## config.mk

```make
export PLATFORM = sky130hd
export DESIGN_NAME = seq_pattern_gen_flat
export DESIGN_NICKNAME = d
export VERILOG_FILES = /design/src/rtl/seq_pattern_gen_pkg.sv /design/src/rtl/seq_pattern_gen_if.sv /design/src/rtl/seq_pattern_gen_down_counter.sv /design/src/rtl/seq_pattern_gen.sv /design/src/flat_wrapper.sv
export SDC_FILE = /design/constraint.sdc
export NUM_CORES = 1
export LEC_CHECK = 0
export ABC_AREA = 1
export CAP_MARGIN = 20
export CELL_PAD_IN_SITES_DETAIL_PLACEMENT = 0
export CELL_PAD_IN_SITES_GLOBAL_PLACEMENT = 1
export CORE_MARGIN = 3
export CORE_UTILIZATION = 45
export CTS_BUF_LIST = sky130_fd_sc_hd__clkbuf_4 sky130_fd_sc_hd__clkbuf_8
export DETAILED_ROUTE_END_ITERATION = 10
export PLACE_DENSITY = 0.85
export RECOVER_POWER = 100
export SKIP_LAST_GASP = 1
export SYNTH_ARGS = -nofsm -noshare
export SYNTH_HDL_FRONTEND = slang
export SYNTH_SLANG_ARGS = --single-unit
```

## constraint.sdc

```tcl
create_clock -name clk -period 3.85 [get_ports clk]
set_clock_uncertainty 0.2 [all_clocks]
set_input_delay 0.9625 -clock clk [delete_from_list [all_inputs] [get_ports clk]]
set_output_delay 0.9625 -clock clk [all_outputs]
set_load 0.1 [all_outputs]
```

## src/rtl/seq_pattern_gen_pkg.sv

```systemverilog
`default_nettype none
// ============================================================================
// Module   : seq_pkg
// Purpose  : Shared state encoding and default sizing for seq_pattern_gen.
// Revision : 1.0 - initial release
// ============================================================================
package seq_pkg;

    localparam int WIDTH_DEF = 8;
    localparam int LEN_W_DEF = 4;
    localparam int REP_W_DEF = 4;
    localparam int GAP_DEF   = 2;

    typedef logic [1:0] state_t;

    localparam state_t ST_IDLE = 2'd0;
    localparam state_t ST_SEND = 2'd1;
    localparam state_t ST_GAP  = 2'd2;
    localparam state_t ST_DONE = 2'd3;

    // A request is usable only with a non-empty pattern that fits and at least one repetition.
    function automatic logic req_ok(input int unsigned len, input int unsigned reps,
                                    input int unsigned width);
        return (len != 0) && (len <= width) && (reps != 0);
    endfunction

endpackage
`default_nettype wire

```

## src/rtl/seq_pattern_gen_if.sv

```systemverilog
`default_nettype none
// ============================================================================
// Module   : seq_pattern_gen_if
// Purpose  : Request/serial-output bundle between a requester and the generator.
// Revision : 1.0 - initial release
// ============================================================================
interface seq_pattern_gen_if
    import seq_pkg::*;
#(
    parameter int WIDTH = WIDTH_DEF,
    parameter int LEN_W = LEN_W_DEF,
    parameter int REP_W = REP_W_DEF
);
    logic             start;
    logic [WIDTH-1:0] pattern;
    logic [LEN_W-1:0] len;
    logic [REP_W-1:0] reps;
    logic             abort;
    logic             x;
    logic             x_valid;
    logic             busy;
    logic             done;

    modport master (
        output start, pattern, len, reps, abort,
        input  x, x_valid, busy, done
    );

    modport slave (
        input  start, pattern, len, reps, abort,
        output x, x_valid, busy, done
    );
endinterface
`default_nettype wire

```

## src/rtl/seq_pattern_gen_down_counter.sv

```systemverilog
`default_nettype none
// ============================================================================
// Module   : seq_down_counter
// Purpose  : Loadable down-counter with zero flag; holds at zero instead of wrapping.
// Revision : 1.0 - initial release
// ============================================================================
module seq_down_counter #(
    parameter int W = 4
) (
    input  wire logic         clk,
    input  wire logic         rst,
    input  wire logic         i_load,
    input  wire logic [W-1:0] i_load_val,
    input  wire logic         i_dec,
    output logic      [W-1:0] o_count,
    output logic              o_zero
);
    logic [W-1:0] r_count;

    always_ff @(posedge clk or posedge rst) begin
        if (rst) begin
            r_count <= '0;
        end else if (i_load) begin
            r_count <= i_load_val;
        end else if (i_dec && (r_count != '0)) begin
            r_count <= r_count - W'(1);
        end
    end

    assign o_count = r_count;
    assign o_zero  = (r_count == '0);
endmodule
`default_nettype wire

```

## src/rtl/seq_pattern_gen.sv

```systemverilog
`default_nettype none
// ============================================================================
// Module   : seq_pattern_gen
// Purpose  : Shifts a latched pattern out MSB-first, repeated with idle gaps.
// Revision : 1.0 - initial release
// ============================================================================
module seq_pattern_gen
    import seq_pkg::*;
#(
    parameter int WIDTH = WIDTH_DEF,
    parameter int LEN_W = LEN_W_DEF,
    parameter int REP_W = REP_W_DEF,
    parameter int GAP   = GAP_DEF
) (
    input  wire logic        clk,
    input  wire logic        rst,
    seq_pattern_gen_if.slave bus
);
    // The index counter doubles as the gap timer, so the gap length must fit in LEN_W.
    localparam logic [LEN_W-1:0] c_gap_m1 = (GAP > 0) ? LEN_W'(GAP - 1) : '0;

    state_t           r_state;
    logic [WIDTH-1:0] r_pattern;
    logic [LEN_W-1:0] r_len;
    logic             r_x;
    logic             r_x_valid;
    logic             r_busy;
    logic             r_done;

    logic             w_accept;
    logic             w_abort;
    logic             w_bit;
    logic             w_last_rep;

    logic             w_idx_load;
    logic [LEN_W-1:0] w_idx_val;
    logic             w_idx_dec;
    logic [LEN_W-1:0] w_idx_count;
    logic             w_idx_zero;

    logic             w_rep_load;
    logic [REP_W-1:0] w_rep_val;
    logic             w_rep_dec;
    logic [REP_W-1:0] w_rep_count;
    logic             w_rep_zero;

    assign w_accept   = (r_state == ST_IDLE) && !r_busy && bus.start &&
                        req_ok(32'(bus.len), 32'(bus.reps), WIDTH);
    assign w_abort    = bus.abort && (r_state != ST_IDLE);
    assign w_bit      = |(r_pattern & (WIDTH'(1) << w_idx_count));
    assign w_last_rep = (w_rep_count == REP_W'(1));

    seq_down_counter #(.W(LEN_W)) u_idx_cnt (
        .clk        (clk),
        .rst        (rst),
        .i_load     (w_idx_load),
        .i_load_val (w_idx_val),
        .i_dec      (w_idx_dec),
        .o_count    (w_idx_count),
        .o_zero     (w_idx_zero)
    );

    seq_down_counter #(.W(REP_W)) u_rep_cnt (
        .clk        (clk),
        .rst        (rst),
        .i_load     (w_rep_load),
        .i_load_val (w_rep_val),
        .i_dec      (w_rep_dec),
        .o_count    (w_rep_count),
        .o_zero     (w_rep_zero)
    );

    always_comb begin
        w_idx_load = 1'b0;
        w_idx_val  = '0;
        w_idx_dec  = 1'b0;
        w_rep_load = 1'b0;
        w_rep_val  = '0;
        w_rep_dec  = 1'b0;
        if (!w_abort) begin
            case (r_state)
                ST_IDLE: begin
                    if (w_accept) begin
                        w_idx_load = 1'b1;
                        w_idx_val  = bus.len - LEN_W'(1);
                        w_rep_load = 1'b1;
                        w_rep_val  = bus.reps;
                    end
                end
                ST_SEND: begin
                    if (w_idx_zero) begin
                        w_rep_dec = !w_rep_zero;
                        if (!w_last_rep) begin
                            w_idx_load = 1'b1;
                            w_idx_val  = (GAP > 0) ? c_gap_m1 : (r_len - LEN_W'(1));
                        end
                    end else begin
                        w_idx_dec = 1'b1;
                    end
                end
                ST_GAP: begin
                    if (w_idx_zero) begin
                        w_idx_load = 1'b1;
                        w_idx_val  = r_len - LEN_W'(1);
                    end else begin
                        w_idx_dec = 1'b1;
                    end
                end
                default: begin
                end
            endcase
        end
    end

    always_ff @(posedge clk or posedge rst) begin
        if (rst) begin
            r_state   <= ST_IDLE;
            r_pattern <= '0;
            r_len     <= '0;
            r_x       <= 1'b0;
            r_x_valid <= 1'b0;
            r_busy    <= 1'b0;
            r_done    <= 1'b0;
        end else if (w_abort) begin
            r_state   <= ST_IDLE;
            r_x       <= 1'b0;
            r_x_valid <= 1'b0;
            r_busy    <= 1'b0;
            r_done    <= 1'b0;
        end else begin
            case (r_state)
                ST_IDLE: begin
                    r_x       <= 1'b0;
                    r_x_valid <= 1'b0;
                    r_busy    <= 1'b0;
                    r_done    <= 1'b0;
                    if (w_accept) begin
                        r_pattern <= bus.pattern;
                        r_len     <= bus.len;
                        r_state   <= ST_SEND;
                    end
                end
                ST_SEND: begin
                    r_x       <= w_bit;
                    r_x_valid <= 1'b1;
                    r_busy    <= 1'b1;
                    r_done    <= 1'b0;
                    if (w_idx_zero) begin
                        if (w_last_rep) begin
                            r_state <= ST_DONE;
                        end else if (GAP > 0) begin
                            r_state <= ST_GAP;
                        end
                    end
                end
                ST_GAP: begin
                    r_x       <= 1'b0;
                    r_x_valid <= 1'b0;
                    r_busy    <= 1'b1;
                    r_done    <= 1'b0;
                    if (w_idx_zero) begin
                        r_state <= ST_SEND;
                    end
                end
                default: begin
                    // Single DONE cycle; busy stays up so a new start lands after it.
                    r_x       <= 1'b0;
                    r_x_valid <= 1'b0;
                    r_busy    <= 1'b1;
                    r_done    <= 1'b1;
                    r_state   <= ST_IDLE;
                end
            endcase
        end
    end

    assign bus.x       = r_x;
    assign bus.x_valid = r_x_valid;
    assign bus.busy    = r_busy;
    assign bus.done    = r_done;
endmodule
`default_nettype wire

```

## src/flat_wrapper.sv

```systemverilog
// flat-port wrapper written by rule: the top's interface ports become plain ports
module seq_pattern_gen_flat import seq_pkg::*;
#(
    parameter int WIDTH = WIDTH_DEF,
    parameter int LEN_W = LEN_W_DEF,
    parameter int REP_W = REP_W_DEF,
    parameter int GAP   = GAP_DEF
)
  (clk, rst, bus_start, bus_pattern, bus_len, bus_reps, bus_abort, bus_x, bus_x_valid, bus_busy, bus_done);
  seq_pattern_gen_if #(.WIDTH(WIDTH), .LEN_W(LEN_W), .REP_W(REP_W)) bus_i ();
  input  wire logic clk;
  input  wire logic rst;
  input wire logic [$bits(bus_i.start)-1:0] bus_start;
  input wire logic [$bits(bus_i.pattern)-1:0] bus_pattern;
  input wire logic [$bits(bus_i.len)-1:0] bus_len;
  input wire logic [$bits(bus_i.reps)-1:0] bus_reps;
  input wire logic [$bits(bus_i.abort)-1:0] bus_abort;
  output wire logic [$bits(bus_i.x)-1:0] bus_x;
  output wire logic [$bits(bus_i.x_valid)-1:0] bus_x_valid;
  output wire logic [$bits(bus_i.busy)-1:0] bus_busy;
  output wire logic [$bits(bus_i.done)-1:0] bus_done;
  assign bus_i.start = bus_start;
  assign bus_i.pattern = bus_pattern;
  assign bus_i.len = bus_len;
  assign bus_i.reps = bus_reps;
  assign bus_i.abort = bus_abort;
  assign bus_x = bus_i.x;
  assign bus_x_valid = bus_i.x_valid;
  assign bus_busy = bus_i.busy;
  assign bus_done = bus_i.done;
  seq_pattern_gen #(.WIDTH(WIDTH), .LEN_W(LEN_W), .REP_W(REP_W), .GAP(GAP)) u_core (.clk(clk), .rst(rst), .bus(bus_i));
endmodule
```

==> job_summary.md <==
### Yosys + OpenROAD results

| Metric | Value |
|---|---|
| Yosys top cell by instances | nand2_1 |
| Die X | 68.2 um |
| P_comb | 0.834 mW |
| Cell Area, Placed | 2000 um^2 |
| GR Util met3 | 3.61% |
| Worst path bufs/invs | 1 |
| Placed insts | 292 |
| Vias per cell | 4.73 |
| Critical Path Source | u_core.bus.busy$_DFF_PP0_ |
| Die ar. | 4650 um^2 |
| Critical path depth | 1 |
| Count of input and output buffers | 23 |
| Clock buf count | 3 |
| Layout cells sized above 1 | 7.63% |
| Hold-fix buffers, CTS | 0 |
| Tool warnings | 36 |
| WL met3 | 142 um |
| Seq pwr | 0.486 mW |
| Dominant kind of cell by area | multi-input combinational cells |
| Peak VDD IR | 0.000364 V |
| MUX share of area | 0% |
| Worst R2R Setup Slack | 1.77 ns |
| Nets | 286 |
| Slew margin rel. | 6.92% |
| Synth Seq Share | 37.4% |
| Non-clock inverters | 30 |
| Int Pwr | 0.766 mW |
| Vias in the first global route | 1403 |
| Top sig layer | met4 |
| Outcome | completed |
| Max Clk Rate | 337 MHz |
| Syn Nets | 260 |
| Tmin final | 2.97 ns |
| CP required | 2.69 ns |
| Ys flop type | dfrtp_1 |
| Slew @ Worst Pin | 1.40 ns |
| Delay-heaviest family, CP | buffers and inverters |
| Setup CP Type | reg2out |
| Unrepaired setup endpoints after global routing | false |
| Layer with the highest usage | met2 |
| Root buf cell | clkbuf_8 |
| Multi-In Gates | 166 |
| Post-CTS Setup Bufs | 0 |
| Final hold viol count | 0 |
| Vertical die size | 68.2 um |
| Mapped Area | 1740 um^2 |
| Switching share of total power | 47.9% |
| P per Cell Area | 731 nW/um^2 |
| Hpwl dp | 2.66 mm |
## worst reg2reg max path, cell delays in order (launching register included)
cell and delay [ns]:
dfrtp_1 0.42, inv_1 0.10, ha_1 0.19, inv_2 0.08, nor2_4 0.13, nand2_2 0.10, nor2_8 0.31, nor2_1 0.14
nor2_4 0.12, nand2_1 0.06, nand3_1 0.07, nand2_1 0.05
## registers in the layout (all words and copies together) (netlist names)
signal	count
u_core.r_pattern	8
u_core.r_len	4
u_core.u_rep_cnt.o_count	4
u_core.bus.x_valid	1
u_core.bus.busy	1
u_core.bus.x	1
u_core.r_state	2
u_core.bus.done	1
u_core.u_idx_cnt.o_count	4
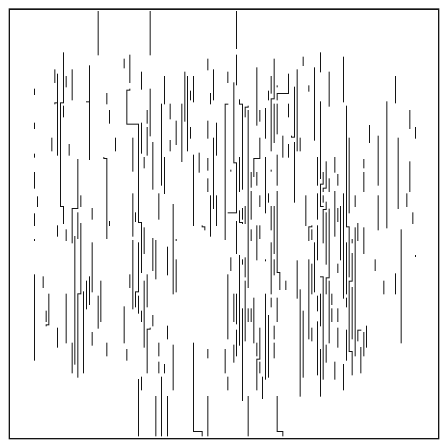
(images/layer_met2.png)
main direction	vertical
share of all routed wire	47%
wire length on this layer	1590 um
nets with wire on the layer	204
longest straight run	28.2 um
via count: 1396
WL final: 3.39 mm
met2 Use GR: 29.1%

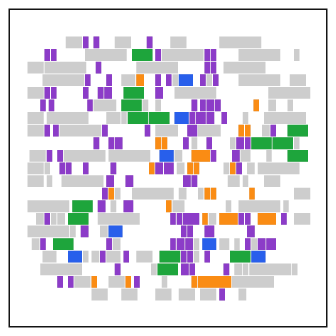
(images/logic_types.png)
family	color	cells	most used
xor and xnor cells	blue	7	xor2_1
fa/ha/maj cells	green	15	ha_1
nor cells	orange	23	nor2_1
nand cells	purple	98	nand2_1
most instantiated logic cell after routing: nand2_1
multi-input combinational area share: 45.9%
Layout Cells excl Fill: 295

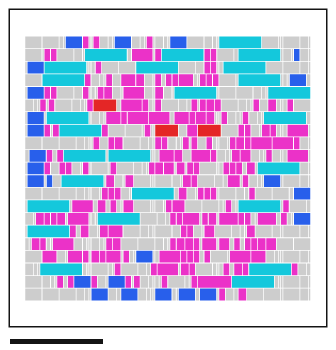
(images/placement_by_type.png)
Bar = 20 um. Fill, decap, tap and diode cells in gray.
class	color	cells
combinational and other logic	magenta	196
clock drivers	red	3
sequential cells	cyan	26
remaining buffers and delay cells	blue	24
Seq/total area: 32.3%
Core Footprint: 3520 um^2

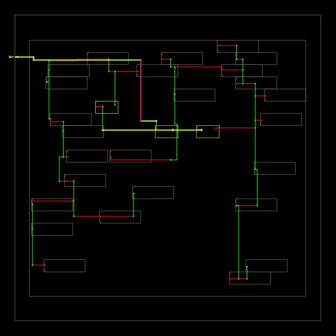
(images/clocks.png)
Seq Cell Count: 26
clock network power: 0.152 mW
clock sinks: 26
CTS Buf Count: 3
Late-Pin Clk Latency: 0.27 ns

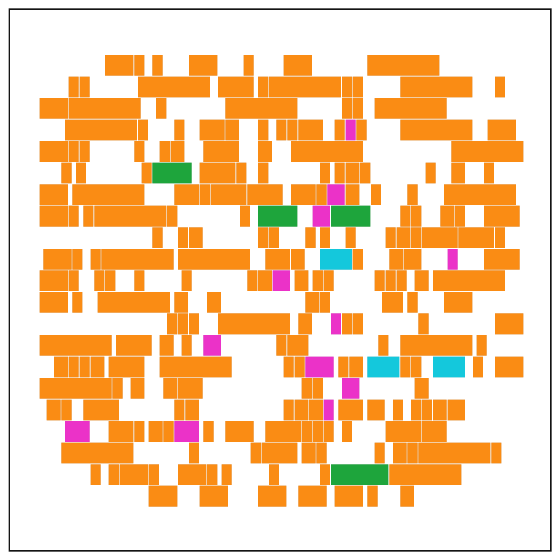
(images/sizes.png)
size	color	cells	most used
_3 and _4 cells	cyan	3	nor2_4
_6 and larger	green	4	clkbuf_8
_0 and _1 cells	orange	230	nand2_1
_2 cells	magenta	12	nand2_2
area delta synth->final: 15.7%
Signal buffers: 24
Finished Cell Area: 2010 um^2

Power figures rest on the tool's default switching activity, not on a simulated workload.
